**Run 1: cells by drive strength**

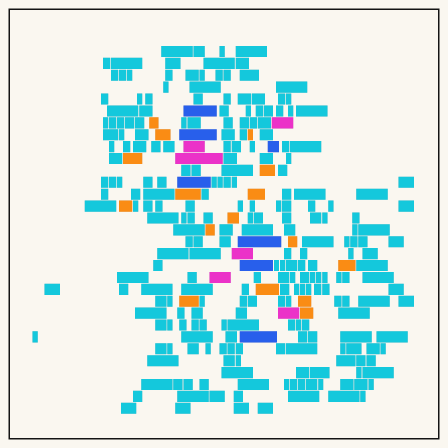
**Run 1: sequential cells coloured by netlist name**

Scale bar: 20 um.
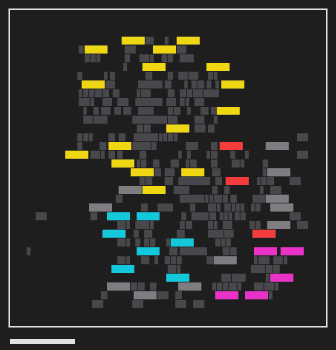
**Run 1: cell outlines without signal wires**

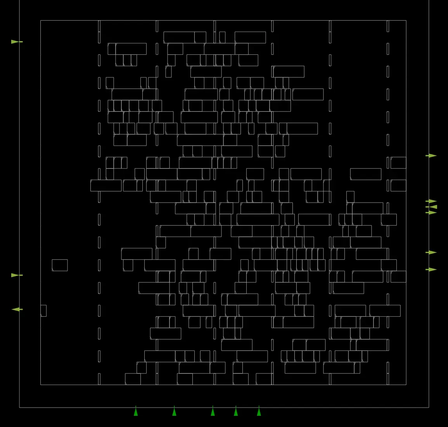
`src/rtl/rpdiag_pkg.sv`:
```
// Shared state encoding and field geometry for the RPxx drive-side diagnostic bit sequencer.
// Defining RPDIAG_SYNCTMO_EN adds the sync search timeout limit.
package rpdiag_pkg;

    typedef enum logic [2:0] {
        IDLE,
        PREAMBLE,
        SYNC,
        DATA,
        ECC
    } rpdiagState_e;

    localparam logic [4:0]  ZCNT     = 5'd16;
    localparam logic [7:0]  SYNCPAT  = 8'b0000_0001;
    localparam logic [15:0] DATABITS = 16'd9216;
    localparam logic [15:0] ECCBITS  = 16'd32;
`ifdef RPDIAG_SYNCTMO_EN
    localparam logic [15:0] SYNCTMO  = 16'd64;
`endif

endpackage

```
`src/rtl/rpdiag_edge.sv`:
```
// Registered rising-edge detector for the software-driven diagnostic clock, index and sector levels.
// An edge is reported one clk after the level change, and a level held high yields a single event.
module rpdiag_edge #(
    parameter int WIDTH = 3
) (
    input  logic             clk,
    input  logic             rst,
    input  logic [WIDTH-1:0] lvl_i,
    output logic [WIDTH-1:0] rise_o
);

    logic [WIDTH-1:0] lvl_q;
    logic [WIDTH-1:0] prev_q;

    always_ff @(posedge clk) begin
        if (!rst) begin
            lvl_q  <= '0;
            prev_q <= '0;
        end else begin
            lvl_q  <= lvl_i;
            prev_q <= lvl_q;
        end
    end

    assign rise_o = lvl_q & ~prev_q;

endmodule

```
`src/rtl/rpdiag_seq.sv`:
```
// Diagnostic bit sequencer: walks a software-clocked sector image through preamble, sync, data and ECC.
// Defining RPDIAG_SYNCTMO_EN aborts a sync search that runs too long and pulses rpSYNERR.
module rpdiag_seq
    import rpdiag_pkg::*;
(
    input  logic clk,
    input  logic rst,
    input  logic rpDMD,
    input  logic rpDCLK,
    input  logic rpDIND,
    input  logic rpDSCK,
    input  logic rpDRDD,
    input  logic rpWDAT,
    output logic rpZD,
    output logic rpSBD,
    output logic rpDFE,
    output logic rpECE,
    output logic rpDWRD,
    output logic rpSYNERR
);

    logic [2:0]   rise;
    logic         clkRise;
    logic         sckRise;
    logic         indRise;

    rpdiagState_e state_q, state_d;
    logic [4:0]   zeroCnt_q, zeroCnt_d;
    logic [7:0]   shift_q, shift_d, shiftNext;
    logic [15:0]  bitCnt_q, bitCnt_d, bitInc;
    logic         zd_q, zd_d;
    logic         sbd_q, sbd_d;
    logic         dfe_q, dfe_d;
    logic         ece_q, ece_d;
    logic         dwrd_q, dwrd_d;
`ifdef RPDIAG_SYNCTMO_EN
    logic         synErr_q, synErr_d;
`endif

    rpdiag_edge #(.WIDTH(3)) uEdge (
        .clk    (clk),
        .rst    (rst),
        .lvl_i  ({rpDIND, rpDSCK, rpDCLK}),
        .rise_o (rise)
    );

    assign clkRise = rise[0];
    assign sckRise = rise[1];
    assign indRise = rise[2];

    always_ff @(posedge clk) begin
        if (!rst) begin
            state_q   <= IDLE;
            zeroCnt_q <= '0;
            shift_q   <= '0;
            bitCnt_q  <= '0;
            zd_q      <= 1'b0;
            sbd_q     <= 1'b0;
            dfe_q     <= 1'b0;
            ece_q     <= 1'b0;
            dwrd_q    <= 1'b0;
        end else begin
            state_q   <= state_d;
            zeroCnt_q <= zeroCnt_d;
            shift_q   <= shift_d;
            bitCnt_q  <= bitCnt_d;
            zd_q      <= zd_d;
            sbd_q     <= sbd_d;
            dfe_q     <= dfe_d;
            ece_q     <= ece_d;
            dwrd_q    <= dwrd_d;
        end
    end

`ifdef RPDIAG_SYNCTMO_EN
    always_ff @(posedge clk) begin
        if (!rst) begin
            synErr_q <= 1'b0;
        end else begin
            synErr_q <= synErr_d;
        end
    end
`endif

    // Mode drop and index share the abort path; sector beats bit clock when both arrive together.
    always_comb begin
        state_d   = state_q;
        zeroCnt_d = zeroCnt_q;
        shift_d   = shift_q;
        bitCnt_d  = bitCnt_q;
        zd_d      = zd_q;
        sbd_d     = 1'b0;
        dfe_d     = dfe_q;
        ece_d     = ece_q;
        dwrd_d    = dwrd_q;
`ifdef RPDIAG_SYNCTMO_EN
        synErr_d  = 1'b0;
`endif
        shiftNext = {shift_q[6:0], rpDRDD};
        bitInc    = bitCnt_q + 16'd1;

        if (!rpDMD || indRise) begin
            state_d = IDLE;
            zd_d    = 1'b0;
            dfe_d   = 1'b0;
            ece_d   = 1'b0;
            dwrd_d  = 1'b0;
        end else if (sckRise) begin
            state_d   = PREAMBLE;
            zeroCnt_d = '0;
            shift_d   = '0;
            bitCnt_d  = '0;
            zd_d      = 1'b0;
            dfe_d     = 1'b0;
            ece_d     = 1'b0;
            dwrd_d    = 1'b0;
        end else if (clkRise) begin
            if (dfe_q || ece_q) begin
                dwrd_d = rpWDAT;
            end
            case (state_q)
                IDLE: begin
                end
                PREAMBLE: begin
                    if (rpDRDD) begin
                        zeroCnt_d = '0;
                    end else if (zeroCnt_q < ZCNT) begin
                        zeroCnt_d = zeroCnt_q + 5'd1;
                        if (zeroCnt_q == ZCNT - 5'd1) begin
                            zd_d     = 1'b1;
                            bitCnt_d = '0;
                            state_d  = SYNC;
                        end
                    end
                end
                SYNC: begin
                    shift_d = shiftNext;
                    if (shiftNext == SYNCPAT) begin
                        sbd_d    = 1'b1;
                        zd_d     = 1'b0;
                        dfe_d    = 1'b1;
                        bitCnt_d = '0;
                        state_d  = DATA;
                    end
`ifdef RPDIAG_SYNCTMO_EN
                    else begin
                        bitCnt_d = bitInc;
                        if (bitInc == SYNCTMO) begin
                            synErr_d = 1'b1;
                            zd_d     = 1'b0;
                            state_d  = IDLE;
                        end
                    end
`endif
                end
                DATA: begin
                    bitCnt_d = bitInc;
                    if (bitInc == DATABITS) begin
                        dfe_d    = 1'b0;
                        ece_d    = 1'b1;
                        bitCnt_d = '0;
                        state_d  = ECC;
                    end
                end
                ECC: begin
                    bitCnt_d = bitInc;
                    // Leaving for IDLE drops the last ECC write bit so IDLE always reads back zero.
                    if (bitInc == ECCBITS) begin
                        ece_d   = 1'b0;
                        dwrd_d  = 1'b0;
                        state_d = IDLE;
                    end
                end
                default: begin
                    state_d = IDLE;
                end
            endcase
        end
    end

    assign rpZD   = zd_q;
    assign rpSBD  = sbd_q;
    assign rpDFE  = dfe_q;
    assign rpECE  = ece_q;
    assign rpDWRD = dwrd_q;
`ifdef RPDIAG_SYNCTMO_EN
    assign rpSYNERR = synErr_q;
`else
    assign rpSYNERR = 1'b0;
`endif

endmodule

```
`config.mk`:
```
export PLATFORM = sky130hd
export DESIGN_NAME = rpdiag_seq
export DESIGN_NICKNAME = d
export VERILOG_FILES = /design/src/rtl/rpdiag_pkg.sv /design/src/rtl/rpdiag_edge.sv /design/src/rtl/rpdiag_seq.sv
export SDC_FILE = /design/constraint.sdc
export NUM_CORES = 1
export LEC_CHECK = 0
export CAP_MARGIN = 20
export CORE_MARGIN = 5
export CORE_UTILIZATION = 30
export DETAILED_ROUTE_END_ITERATION = 12
export PLACE_DENSITY = 0.52
export SYNTH_ARGS = -nofsm -noshare
export SYNTH_HDL_FRONTEND = slang
export SYNTH_SLANG_ARGS = --single-unit
```
`constraint.sdc`:
```
create_clock -name clk -period 6.3 [get_ports clk]
set_input_delay 0.63 -clock clk [delete_from_list [all_inputs] [get_ports clk]]
set_output_delay 0.63 -clock clk [all_outputs]
set_load 0.005 [all_outputs]
```
==> impl_metrics.toml, run 1 <==
# yosys + openroad results
[synth]
yosys_warnings = 0
topCombFamilyByArea = "simple AND/OR/NAND/NOR gates"
ys_ff = 42

[power]
power_density_mw_per_mm2 = 199.0
p_seq_frac = 0.527
p_int_mw = 0.3976
leakage_nw = 0.8773
p_clk_frac = 0.421
comb_cell_power_mw = 0.0266

[finish]
drive_gt1_frac = 0.1058
utilization = 0.3385
clk_share = 0.04276
final_common_cell = "dfxtp_1"
layout.nonclk_buf_frac = 0.04665
logic_gates = 202
final.fill_count = 801

[worst_setup_path]
crit_slowest_cell = "dfxtp_1"
rrSetupSlack_ns = 3.43
path_depth = 8
crit_family = "simple AND/OR/NAND/NOR gates"
cp-start-kind = "flip-flop"
cp-startpoint = "bitCnt_q[0]"
required_ns = 6.50

[drt]
wl_met2_um = 2271
vias_per_cell = 5.035
vias = 1893
wl_met3_um = 154
antenna_left = 0
wl_per_cell_um = 13.18

[timing]
slew_headroom = 0.5783
whs_ns = 0.4719
rsz0062_at_grt = "no"
fmax_mhz = 348.1

[outcome]
status = "finished clean"

[clock_tree]
root_buffer = "clkbuf_8"
worstSkewPairLatency_ns = 0.30
post_cts_buffers = 0
cts.sinks = 42

[place]
gp_routability_congestion = 0.7970
dpl.cell_count = 368

[min_path]
whs_endpoint = "uEdge.prev_q[2]"
## Picture notes: 'cells by drive strength'
size	colour	cells	share
_6 and larger	magenta	6	2.2%
_3 and _4 cells	blue	7	2.6%
_0 and _1 cells	cyan	245	89%
_2 cells	orange	16	5.8%

## Picture notes: 'sequential cells coloured by netlist name'
name in the netlist	colour	flops
state_q	red	3
bitCnt_q	yellow	16
shift_q	cyan	7
zeroCnt_q	magenta	5
not coloured	11
sequential share of cell area: 0.3265
Reg area: 840.8 um^2
sequential power: 0.270 mW

## Picture notes: 'cell outlines without signal wires'
core area: 0.007607 mm^2
Tapcells: 102
flop count: 42

==> run 1 -> run 2 <==
==> constraint.sdc (replaced) <==
create_clock -name clk -period 2.9 [get_ports clk]
set_input_delay 0.29 -clock clk [delete_from_list [all_inputs] [get_ports clk]]
set_output_delay 0.29 -clock clk [all_outputs]
set_load 0.005 [all_outputs]
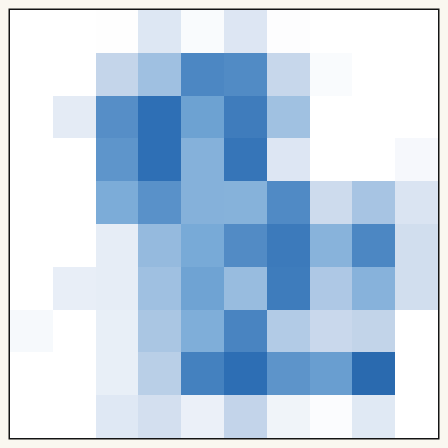
**Above:** run 2 (placement density heat map).
10 x 10 tiles, from white (low) to dark blue (high), 0 to 100% covered.
emptiest ninth of the die	upper right
densest ninth of the die	centre
fullest tile	77%
Core Util, Final: 0.3405
Starting Density: 0.3046

==> impl_metrics.toml, run 2 <==
# yosys + openroad results
[power]
p_int_mw = 0.7779
p_seq_mw = 0.587
leakage_nw = 0.8895
p_clk_frac = 0.376
comb_cell_power_mw = 0.0597
p_seq_frac = 0.567
power_density_mw_per_mm2 = 399.8
power.group.top = "registers"
ir_worst_vdd_v = 0.0001587

[finish]
comb_area_frac = 0.5232
final_cell_mix = "dfxtp_1, nand2_1, nand3_1"
logic_gates = 203
sh_seq_area = 0.3246
final.fill_count = 788
layout.nonclk_buf_frac = 0.05507
flop-count = 42
reg.largest.list = "bitCnt_q: 16 flops, shift_q: 7 flops, zeroCnt_q: 5 flops"
drive_gt1_frac = 0.1187
clk_share = 0.03333
largest_reg_flops = 16
combGateArea_mm2 = 0.001355
seq_area_um2 = 840.8
final_common_cell = "dfxtp_1"

[synth]
yosysCellCount = 271
yosys_warnings = 0
edf_count = 0
top_area_frac = 0.3629
topCombFamilyByArea = "simple AND/OR/NAND/NOR gates"
synthesis.nets = 282
synth_seq_share = 0.3629
ys_ff = 42
yosysChipArea_mm2 = 0.002317
topCellsByArea = "dfxtp_1, nand3_1, nand2_1"

[global_route]
grt_use_total = 0.1081
use_met2 = 0.1634
gr-usage-met1 = 0.1488
antenna_found_initial = 0
grt-ovfl-total = 0

[worst_setup_path]
crit_family = "simple AND/OR/NAND/NOR gates"
path_depth = 8
cp-startpoint = "bitCnt_q[1]"
reg2reg_to = "bitCnt_q[7]"
crit_chain = "ha_1 -> nand3_1 -> nor4_4 -> xor2_2 -> nor4b_4 -> a41oi_4 -> a21o_1 -> a22o_1"
required_ns = 3.11
max_stage_delay_ns = 0.45
crit_slowest_cell = "dfxtp_1"
cp.arrival_ns = 2.88
timing.rr.start = "bitCnt_q[1]"
cp-endpoint = "bitCnt_q[7]"
rrSetupSlack_ns = 0.23
cp-start-kind = "flip-flop"

[clock_tree]
root_buffer = "clkbuf_8"
ctsResizeCount = 0
cts.sinks = 42
worstSkewPairLatency_ns = 0.31
clockBufferDepth = 2
post_cts_buffers = 0

[place]
dpl-instance-area_mm2 = 0.002487
dpl.cell_count = 371
dp_hpwl_um = 3562
gp_routability_congestion = 0.7789
port_buffers = 12

[floorplan]
pin_count = 14
core-area_mm2 = 0.007607
dieArea_mm2 = 0.009581
rows = 32
tap_cells = 102

[drt]
wl_met2_um = 2383
wl_per_cell_um = 13.46
vias_per_cell = 5.021
dr.pass1.iters = 4
antenna_left = 0
drt_iter0_drc = 121
vias = 1908
wl_met3_um = 131
drt_wl_total_um = 5116

[min_path]
worstHoldPathCells = 1
hold_start = "uEdge.lvl_q[2]"
whs_endpoint = "uEdge.prev_q[2]"

[timing]
hold_viol = 0
setup_ws_ns = 0.2277
slew_headroom = 0.6255
fmax_mhz = 374.2
rsz0062_at_grt = "yes"
whs_ns = 0.4678
worstMarginPinSlew_ns = 0.5606

[job]
maxCapViolCount = 0
warnings = 27

[outcome]
status = "finished clean"
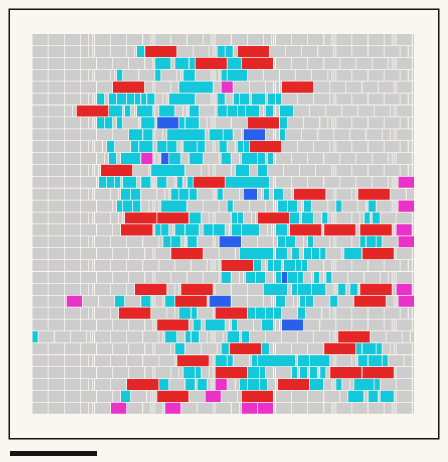
**Above:** run 2 (cell classes on the final placement).
Scale bar: 20 um. Fill, decap, tap and diode cells in grey.
class	colour	cells
flops	red	42
other buffers and delay cells	magenta	15
clock drivers and dummy loads	blue	8
combinational and other logic	cyan	213

==> run 2 -> run 3 <==
--- a/config.mk
+++ b/config.mk
@@ -5,7 +5,7 @@
 export SDC_FILE = /design/constraint.sdc
 export NUM_CORES = 1
 export LEC_CHECK = 0
-export CAP_MARGIN = 20
+export CAP_MARGIN = 0
 export CORE_MARGIN = 5
 export CORE_UTILIZATION = 30
 export DETAILED_ROUTE_END_ITERATION = 12
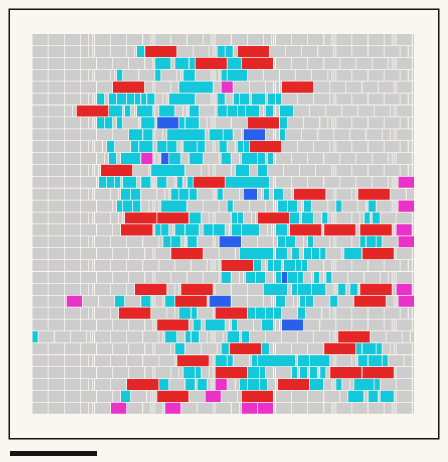
**Above:** run 3 (cell classes on the final placement).
Scale bar: 20 um. Fill, decap, tap and diode cells in grey.
class	colour	cells
other buffers and delay cells	magenta	15
flops	red	42
clock drivers and dummy loads	blue	8
combinational and other logic	cyan	213

==> impl_metrics.toml, run 3 <==
# yosys + openroad results
[worst_setup_path]
crit_slowest_cell = "dfxtp_1"
path_depth = 8
rrSetupSlack_ns = 0.23
max_stage_delay_ns = 0.45
timing.rr.start = "bitCnt_q[1]"
crit_family = "simple AND/OR/NAND/NOR gates"
cp.arrival_ns = 2.88
reg2reg_to = "bitCnt_q[7]"
required_ns = 3.11
cp-start-kind = "flip-flop"
cp-startpoint = "bitCnt_q[1]"

[synth]
yosysChipArea_mm2 = 0.002317
topCombFamilyByArea = "simple AND/OR/NAND/NOR gates"
topCellsByArea = "dfxtp_1, nand3_1, nand2_1"
edf_count = 0
top_area_frac = 0.3629
ys_ff = 42
synthesis.nets = 282
yosysCellCount = 271

[power]
power.total_mw = 1.035
ir_worst_vdd_v = 0.0001587
p_seq_mw = 0.587
power_density_mw_per_mm2 = 399.8
p_clk_frac = 0.376
leakage_nw = 0.8895
comb_cell_power_mw = 0.0597
p_seq_frac = 0.567
power.group.top = "registers"
p_int_mw = 0.7779

[clock_tree]
cts.sinks = 42
worstSkewPairLatency_ns = 0.31
ctsResizeCount = 0
clockBufferDepth = 2
root_buffer = "clkbuf_8"

[finish]
reg.largest.list = "bitCnt_q: 16 flops, shift_q: 7 flops, zeroCnt_q: 5 flops"
clk_share = 0.03333
final_cell_mix = "dfxtp_1, nand2_1, nand3_1"
layout.nonclk_buf_frac = 0.05507
logic_gates = 203
final_common_cell = "dfxtp_1"
clockBufferCount = 6
utilization = 0.3405
largest_reg_flops = 16
drive_gt1_frac = 0.1187
flop-count = 42
fin_cells = 380
comb_area_frac = 0.5232
seq_area_um2 = 840.8
combGateArea_mm2 = 0.001355
final.fill_count = 788
sh_seq_area = 0.3246

[place]
dp_hpwl_um = 3562
dpl-instance-area_mm2 = 0.002487
gp_routability_congestion = 0.7789
dpl.cell_count = 371
port_buffers = 12

[floorplan]
pin_count = 14
initCoreUtil = 0.3046
core-area_mm2 = 0.007607
rows = 32
dieArea_mm2 = 0.009581
tap_cells = 102

[outcome]
status = "finished clean"

[timing]
worstMarginPinSlew_ns = 0.5606
hold_viol = 0
whs_ns = 0.4678
setup_ws_ns = 0.2277
slew_headroom = 0.6255
fmax_mhz = 374.2

[drt]
wl_met2_um = 2383
vias_per_cell = 5.021
dr.pass1.iters = 4
antenna_left = 0
drt_wl_total_um = 5116
vias = 1908
wl_met3_um = 131
drt_iter0_drc = 121

[job]
maxCapViolCount = 0
warnings = 27

[global_route]
grt_pass1_wl_um = 8611
gr-usage-met1 = 0.1488
use_met2 = 0.1634
grt-ovfl-total = 0
grt_use_total = 0.1081
antenna_found_initial = 0

[min_path]
worstHoldPathCells = 1
whs_endpoint = "uEdge.prev_q[2]"
hold_start = "uEdge.lvl_q[2]"
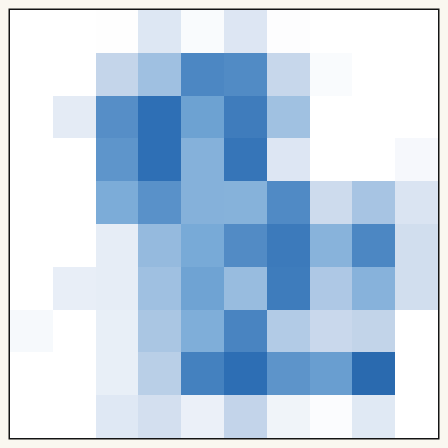
**Above:** run 3 (placement density heat map).
10 x 10 tiles, from white (low) to dark blue (high), 0 to 100% covered.
fullest tile	77%
densest ninth of the die	centre
tiles over 75% full	2.0%
nearly empty tiles	33%

Power figures rest on the tool's default switching activity, not on a simulated workload.
